==> config.mk <==
export PLATFORM = sky130hd
export DESIGN_NAME = scan_chain_ctrl
export DESIGN_NICKNAME = d
export VERILOG_FILES = /design/src/rtl/scan_ctrl_pkg.sv /design/src/rtl/scan_bit_cnt.sv /design/src/rtl/scan_chain_ctrl.sv
export SDC_FILE = /design/constraint.sdc
export NUM_CORES = 1
export LEC_CHECK = 0
export CELL_PAD_IN_SITES_DETAIL_PLACEMENT = 0
export CELL_PAD_IN_SITES_GLOBAL_PLACEMENT = 1
export CORE_UTILIZATION = 26
export DETAILED_ROUTE_END_ITERATION = 8
export PLACE_DENSITY_LB_ADDON = 0.1
export SETUP_SLACK_MARGIN = 0.4
export SLEW_MARGIN = 40
export SYNTH_ARGS = -nofsm -noshare
export SYNTH_HDL_FRONTEND = slang
export SYNTH_SLANG_ARGS = --single-unit
==> constraint.sdc <==
create_clock -name CK -period 2.5 [get_ports CK]
set_input_delay 0.625 -clock CK [delete_from_list [all_inputs] [get_ports CK]]
set_output_delay 0.625 -clock CK [all_outputs]
set_load 0.01 [all_outputs]
==> src/rtl/scan_ctrl_pkg.sv <==
// Shared types and constants for the scan chain sequencing controller.
package scan_ctrl_pkg;

    localparam int unsigned SCAN_CHAIN_LEN_DEF = 8;

    typedef enum logic [2:0] {
        ST_IDLE    = 3'd0,
        ST_PRESET  = 3'd1,
        ST_SHIFT   = 3'd2,
        ST_CAPTURE = 3'd3,
        ST_UNLOAD  = 3'd4,
        ST_DONE    = 3'd5
    } scan_state_e;

    // Cycles from the start cycle (counted as 1) to the done-high cycle.
    function automatic int unsigned scan_latency(input int unsigned chain_len,
                                                 input logic        with_preset);
        return (2 * chain_len) + 32'd3 + (with_preset ? 32'd1 : 32'd0);
    endfunction

endpackage

==> src/rtl/scan_bit_cnt.sv <==
// Clear/enable up-counter that stops at CHAIN_LEN-1 and flags the last bit.
module scan_bit_cnt #(
    parameter  int unsigned CHAIN_LEN = 8,
    localparam int unsigned CNT_W     = $clog2(CHAIN_LEN)
) (
    input  logic clk,
    input  logic rst_n,
    input  logic clr_i,
    input  logic en_i,
    output logic last_o
);

    logic [CNT_W-1:0] cnt_q;
    logic [CNT_W-1:0] cnt_d;

    assign last_o = (cnt_q == CNT_W'(CHAIN_LEN - 1));

    // Next count: clear wins, otherwise count up and hold at the terminal value.
    always_comb begin
        cnt_d = cnt_q;
        if (clr_i) begin
            cnt_d = '0;
        end else if (en_i && !last_o) begin
            cnt_d = cnt_q + CNT_W'(1);
        end
    end

    // Count register.
    always_ff @(posedge clk or negedge rst_n) begin
        if (!rst_n) begin
            cnt_q <= '0;
        end else begin
            cnt_q <= cnt_d;
        end
    end

endmodule

==> src/rtl/scan_chain_ctrl.sv <==
// Scan chain sequencer: optional preset, serial load, one capture, serial unload.
// Build option SCAN_CMP_EN adds an expected-value input and a registered
// mismatch flag that is updated together with the result.
module scan_chain_ctrl
    import scan_ctrl_pkg::*;
#(
    parameter int unsigned CHAIN_LEN = SCAN_CHAIN_LEN_DEF
) (
    input  logic                 CK,
    input  logic                 RN,
    input  logic                 start,
    input  logic                 preset,
    input  logic [CHAIN_LEN-1:0] pattern,
    input  logic                 SO,
`ifdef SCAN_CMP_EN
    input  logic [CHAIN_LEN-1:0] expect_i,
    output logic                 fail,
`endif
    output logic                 SE,
    output logic                 SI,
    output logic                 SN_O,
    output logic                 busy,
    output logic                 done,
    output logic [CHAIN_LEN-1:0] result
);

    scan_state_e          state_q, state_d;
    logic [CHAIN_LEN-1:0] sh_q, sh_d;
    logic [CHAIN_LEN-1:0] cap_q, cap_d;
    logic [CHAIN_LEN-1:0] res_q, res_d;
    logic                 se_q, se_d;
    logic                 si_q, si_d;
    logic                 sn_q, sn_d;
    logic                 busy_q, busy_d;
    logic                 done_q, done_d;
    logic                 cnt_clr, cnt_en, cnt_last;
`ifdef SCAN_CMP_EN
    logic [CHAIN_LEN-1:0] exp_q, exp_d;
    logic                 fail_q, fail_d;
`endif

    scan_bit_cnt #(
        .CHAIN_LEN (CHAIN_LEN)
    ) u_bit_cnt (
        .clk    (CK),
        .rst_n  (RN),
        .clr_i  (cnt_clr),
        .en_i   (cnt_en),
        .last_o (cnt_last)
    );

    // Next state, data path and output values derived from the next state.
    always_comb begin
        state_d = state_q;
        sh_d    = sh_q;
        cap_d   = cap_q;
        res_d   = res_q;
        cnt_clr = 1'b0;
        cnt_en  = 1'b0;
`ifdef SCAN_CMP_EN
        exp_d   = exp_q;
        fail_d  = fail_q;
`endif
        unique case (state_q)
            ST_IDLE: begin
                if (start) begin
                    sh_d    = pattern;
                    cnt_clr = 1'b1;
                    state_d = preset ? ST_PRESET : ST_SHIFT;
`ifdef SCAN_CMP_EN
                    exp_d   = expect_i;
`endif
                end
            end
            ST_PRESET: begin
                state_d = ST_SHIFT;
            end
            ST_SHIFT: begin
                cnt_en = 1'b1;
                sh_d   = {sh_q[CHAIN_LEN-2:0], 1'b0};
                if (cnt_last) begin
                    state_d = ST_CAPTURE;
                end
            end
            ST_CAPTURE: begin
                cnt_clr = 1'b1;
                state_d = ST_UNLOAD;
            end
            ST_UNLOAD: begin
                cnt_en = 1'b1;
                cap_d  = {cap_q[CHAIN_LEN-2:0], SO};
                if (cnt_last) begin
                    res_d   = cap_d;
                    state_d = ST_DONE;
`ifdef SCAN_CMP_EN
                    fail_d  = (cap_d != exp_q);
`endif
                end
            end
            ST_DONE: begin
                cnt_clr = 1'b1;
                state_d = ST_IDLE;
            end
            default: begin
                state_d = ST_IDLE;
            end
        endcase

        // The MSB of the load register is the bit driven during each shift cycle.
        se_d   = (state_d == ST_SHIFT) || (state_d == ST_UNLOAD);
        si_d   = (state_d == ST_SHIFT) && sh_d[CHAIN_LEN-1];
        sn_d   = (state_d != ST_PRESET);
        busy_d = (state_d != ST_IDLE);
        done_d = (state_d == ST_DONE);
    end

    // State, data and output registers; reset aborts any run in progress.
    always_ff @(posedge CK or negedge RN) begin
        if (!RN) begin
            state_q <= ST_IDLE;
            sh_q    <= '0;
            cap_q   <= '0;
            res_q   <= '0;
            se_q    <= 1'b0;
            si_q    <= 1'b0;
            sn_q    <= 1'b1;
            busy_q  <= 1'b0;
            done_q  <= 1'b0;
        end else begin
            state_q <= state_d;
            sh_q    <= sh_d;
            cap_q   <= cap_d;
            res_q   <= res_d;
            se_q    <= se_d;
            si_q    <= si_d;
            sn_q    <= sn_d;
            busy_q  <= busy_d;
            done_q  <= done_d;
        end
    end

`ifdef SCAN_CMP_EN
    // Expected value and mismatch flag.
    always_ff @(posedge CK or negedge RN) begin
        if (!RN) begin
            exp_q  <= '0;
            fail_q <= 1'b0;
        end else begin
            exp_q  <= exp_d;
            fail_q <= fail_d;
        end
    end

    assign fail = fail_q;
`endif

    assign SE     = se_q;
    assign SI     = si_q;
    assign SN_O   = sn_q;
    assign busy   = busy_q;
    assign done   = done_q;
    assign result = res_q;

endmodule

Run 1, clock network drawn from the DEF:
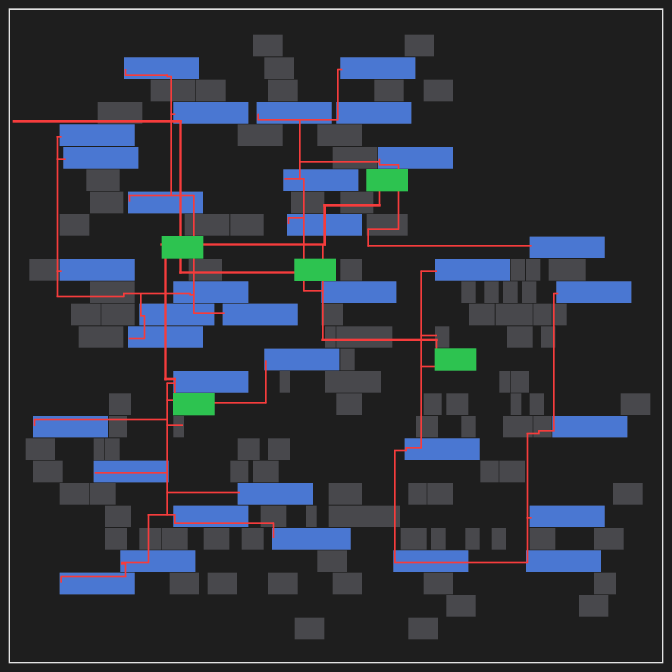
Red stands for clock wires, length 531 um. Green stands for clock-net drivers, count 5. Blue stands for flip-flops, count 34.
There are 6 routed clock nets.
Latency at later pin: 0.28 ns
final worst clock skew: 0.00547 ns
clock-net power: 424 uW
relative contribution of the clock network to total power: 22.2%

Run 1, I/O pins on the die edge:
Pins as bars across the die edge, other pins in grey.
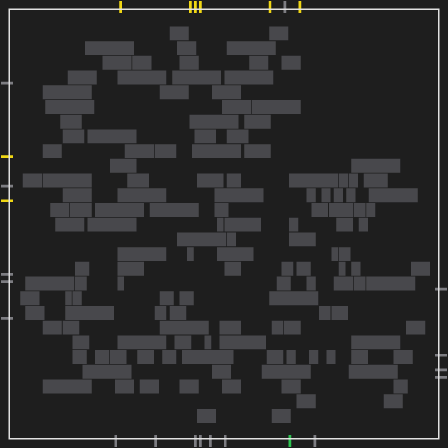
Yellow stands for result, pins 8, direction output, edge 6 top, 2 left. Green stands for start, pins 1, direction input, edge bottom.
All pins by edge: 8 bottom, 7 left, 7 top, 4 right.
Die Wd: 79.1 um
Die Span Y: 79.1 um
Buffers on Ports: 25

Run 1, cell classes on the final placement:
The bar under the picture is 20 um long.
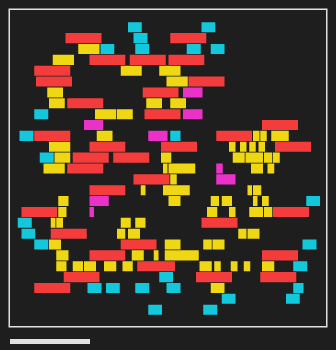
Cyan stands for remaining buffers and delay cells, cells 27, share of their area 14%. Magenta stands for clock drivers and dummy loads, cells 8, share of their area 4.9%. Red stands for registers, cells 34, share of their area 46%. Yellow stands for remaining logic cells, cells 74, share of their area 35%.
share of the core filled with cells: 34.7%
final instance area: 0.00194 sq mm
number of placement rows: 27

==> metrics.log, run 1 <==
[flow] final metrics
[metrics] result of the run: finished clean
[metrics] min cycle time layout: 1.96 ns
[metrics] pin count of the biggest net entering global routing: 35
[metrics] Worst Hold Path EP: sh_q[6]
[metrics] number of sinks driven by the clock tree: 34
[metrics] timing startpoint of the critical path: SN_O
[metrics] AND-OR/OR-AND Cells, Area Fraction: 13.2%
[metrics] number of cells on the critical path: 1
[metrics] end of the worst register-to-register path: result[4]
[metrics] top cell family by delay on the critical path: buffers and inverters
[metrics] cell area reported after detailed placement: 0.00185 sq mm
[metrics] final global-route overflow total: 0
[metrics] gr usage total: 11.3%
[metrics] clock tree buffer count of the final layout: 7
[metrics] average detailed-routed wire length per instance: 13.9 um
[metrics] register area share after synthesis: 55.1%
[metrics] Init Core Util: 27.6%
[metrics] unrepaired setup endpoints after global routing: false
[metrics] clock-pin slew on the worst setup and hold paths: 0.07 ns
[metrics] beginning of the worst register-to-register path: state_q[2]
[metrics] number of placed cells counting well taps: 207
[metrics] final tally of max-slew violations: 0
[metrics] Unique cell types: 38
Run 1, cells by drive strength:
The bar under the picture is 20 um long.
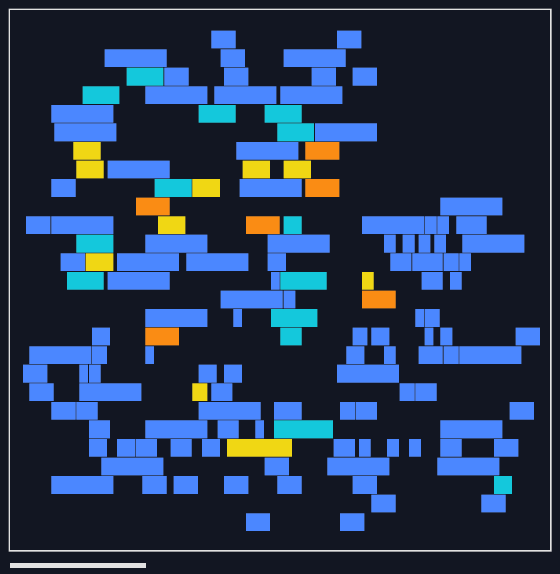

--- run 2 (diff from run 1) ---
==> constraint.sdc (replaced) <==
create_clock -name CK -period 1.66 [get_ports CK]
set_input_delay 0.415 -clock CK [delete_from_list [all_inputs] [get_ports CK]]
set_output_delay 0.415 -clock CK [all_outputs]
set_load 0.01 [all_outputs]
Run 2, cells by drive strength:
The bar under the picture is 20 um long.
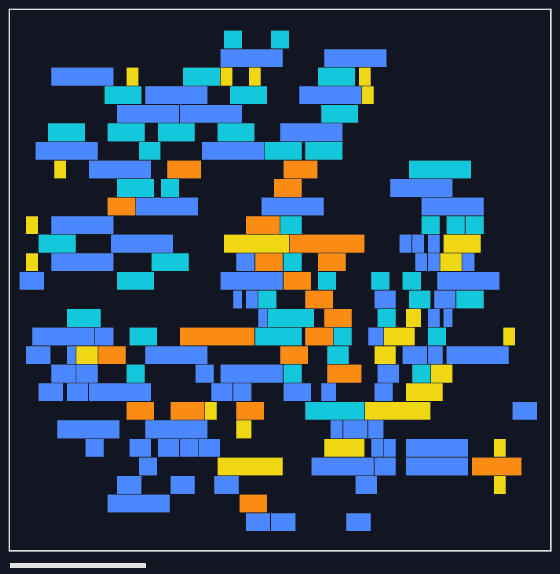
Yellow stands for x2, cells 25, share 15%. Orange stands for x6 and larger, cells 21, share 12%. Cyan stands for x3 and x4, cells 43, share 25%. Blue stands for x1 and smaller, cells 83, share 48%.
Worst Slack Setup Final: 0.131 ns
Synth-to-Final Area Change: 49.4%
count of non-CTS buffers in the layout: 55
final instance area: 0.00231 sq mm

Run 2, cell classes on the final placement:
The bar under the picture is 20 um long.
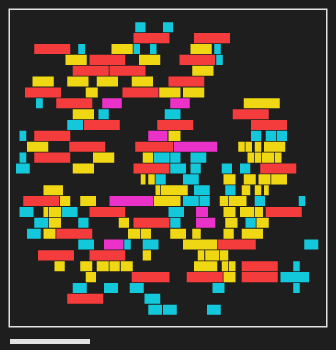
Yellow stands for remaining logic cells, cells 75, share of their area 34%. Red stands for registers, cells 34, share of their area 39%. Cyan stands for remaining buffers and delay cells, cells 55, share of their area 21%. Magenta stands for clock drivers and dummy loads, cells 8, share of their area 6.2%.
core region area: 0.00561 sq mm
share of the core filled with cells: 41.2%
fraction of area in registers: 37.0%

Run 2, clock nets:
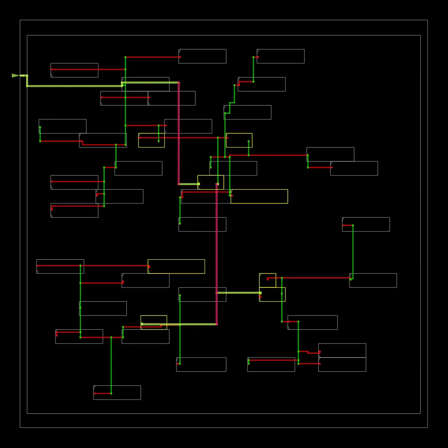
number of sinks driven by the clock tree: 34
clock-net power: 930 uW

==> run 2 against run 1 <==
Effect of this change:
- first-iteration DRC count fell by 56%
- design area rose by 19%
- worst hold slack got worse by 0.0050 ns
- clock-buffer cell count fell by 2
- critical path depth rose by 4
- setup slack got worse by 0.41 ns
- die size did not move
- combinational power rose by 140%
- critical endpoint is now u_bit_cnt.cnt_q[0]
==> metrics.log, run 2 <==
[flow] final metrics
[metrics] top cells by instance count after synthesis: 33 x dfrtp_1, 8 x mux2_4, 7 x mux2_2
[metrics] register area share after synthesis: 55.1%
[metrics] beginning of the worst register-to-register path: u_bit_cnt.cnt_q[0]
[metrics] AND-OR/OR-AND Cells, Area Fraction: 13.2%
[metrics] cell area reported after detailed placement: 0.00193 sq mm
[metrics] Unique cell types: 38
[metrics] H-tree level count: 2
[metrics] Setup Viol. Count Final: 0
[metrics] final tally of max-slew violations: 0
[metrics] clock tree buffer count of the final layout: 5
[metrics] number of placed cells counting well taps: 213
[metrics] unrepaired setup endpoints after global routing: true
[metrics] average detailed-routed wire length per instance: roughly 14 um
[metrics] relative contribution of the clock network to total power: 25.3%
[metrics] final worst clock skew: 0.00762 ns
[metrics] number of cells on the critical path: 5
[metrics] timing startpoint of the critical path: u_bit_cnt.cnt_q[0]
[metrics] clock-pin slew on the worst setup and hold paths: 0.08 ns
[metrics] end of the worst register-to-register path: u_bit_cnt.cnt_q[0]
[metrics] top cell family by delay on the critical path: simple AND/OR/NAND/NOR gates
[metrics] Die Wd: 79.1 um
[metrics] Buffers on Ports: 25
[metrics] pin count of the biggest net entering global routing: 35
[metrics] total number of tap cells: 72
[metrics] min cycle time layout: roughly 1.5 ns
[metrics] result of the run: finished clean
[metrics] highest metal layer with signal wires: met4
[metrics] Die Span Y: 79.1 um
[metrics] final global-route overflow total: 0
[metrics] Latency at later pin: 0.29 ns
[metrics] number of placement rows: 27
No activity file was given, so power comes from the tool's default toggle rates.
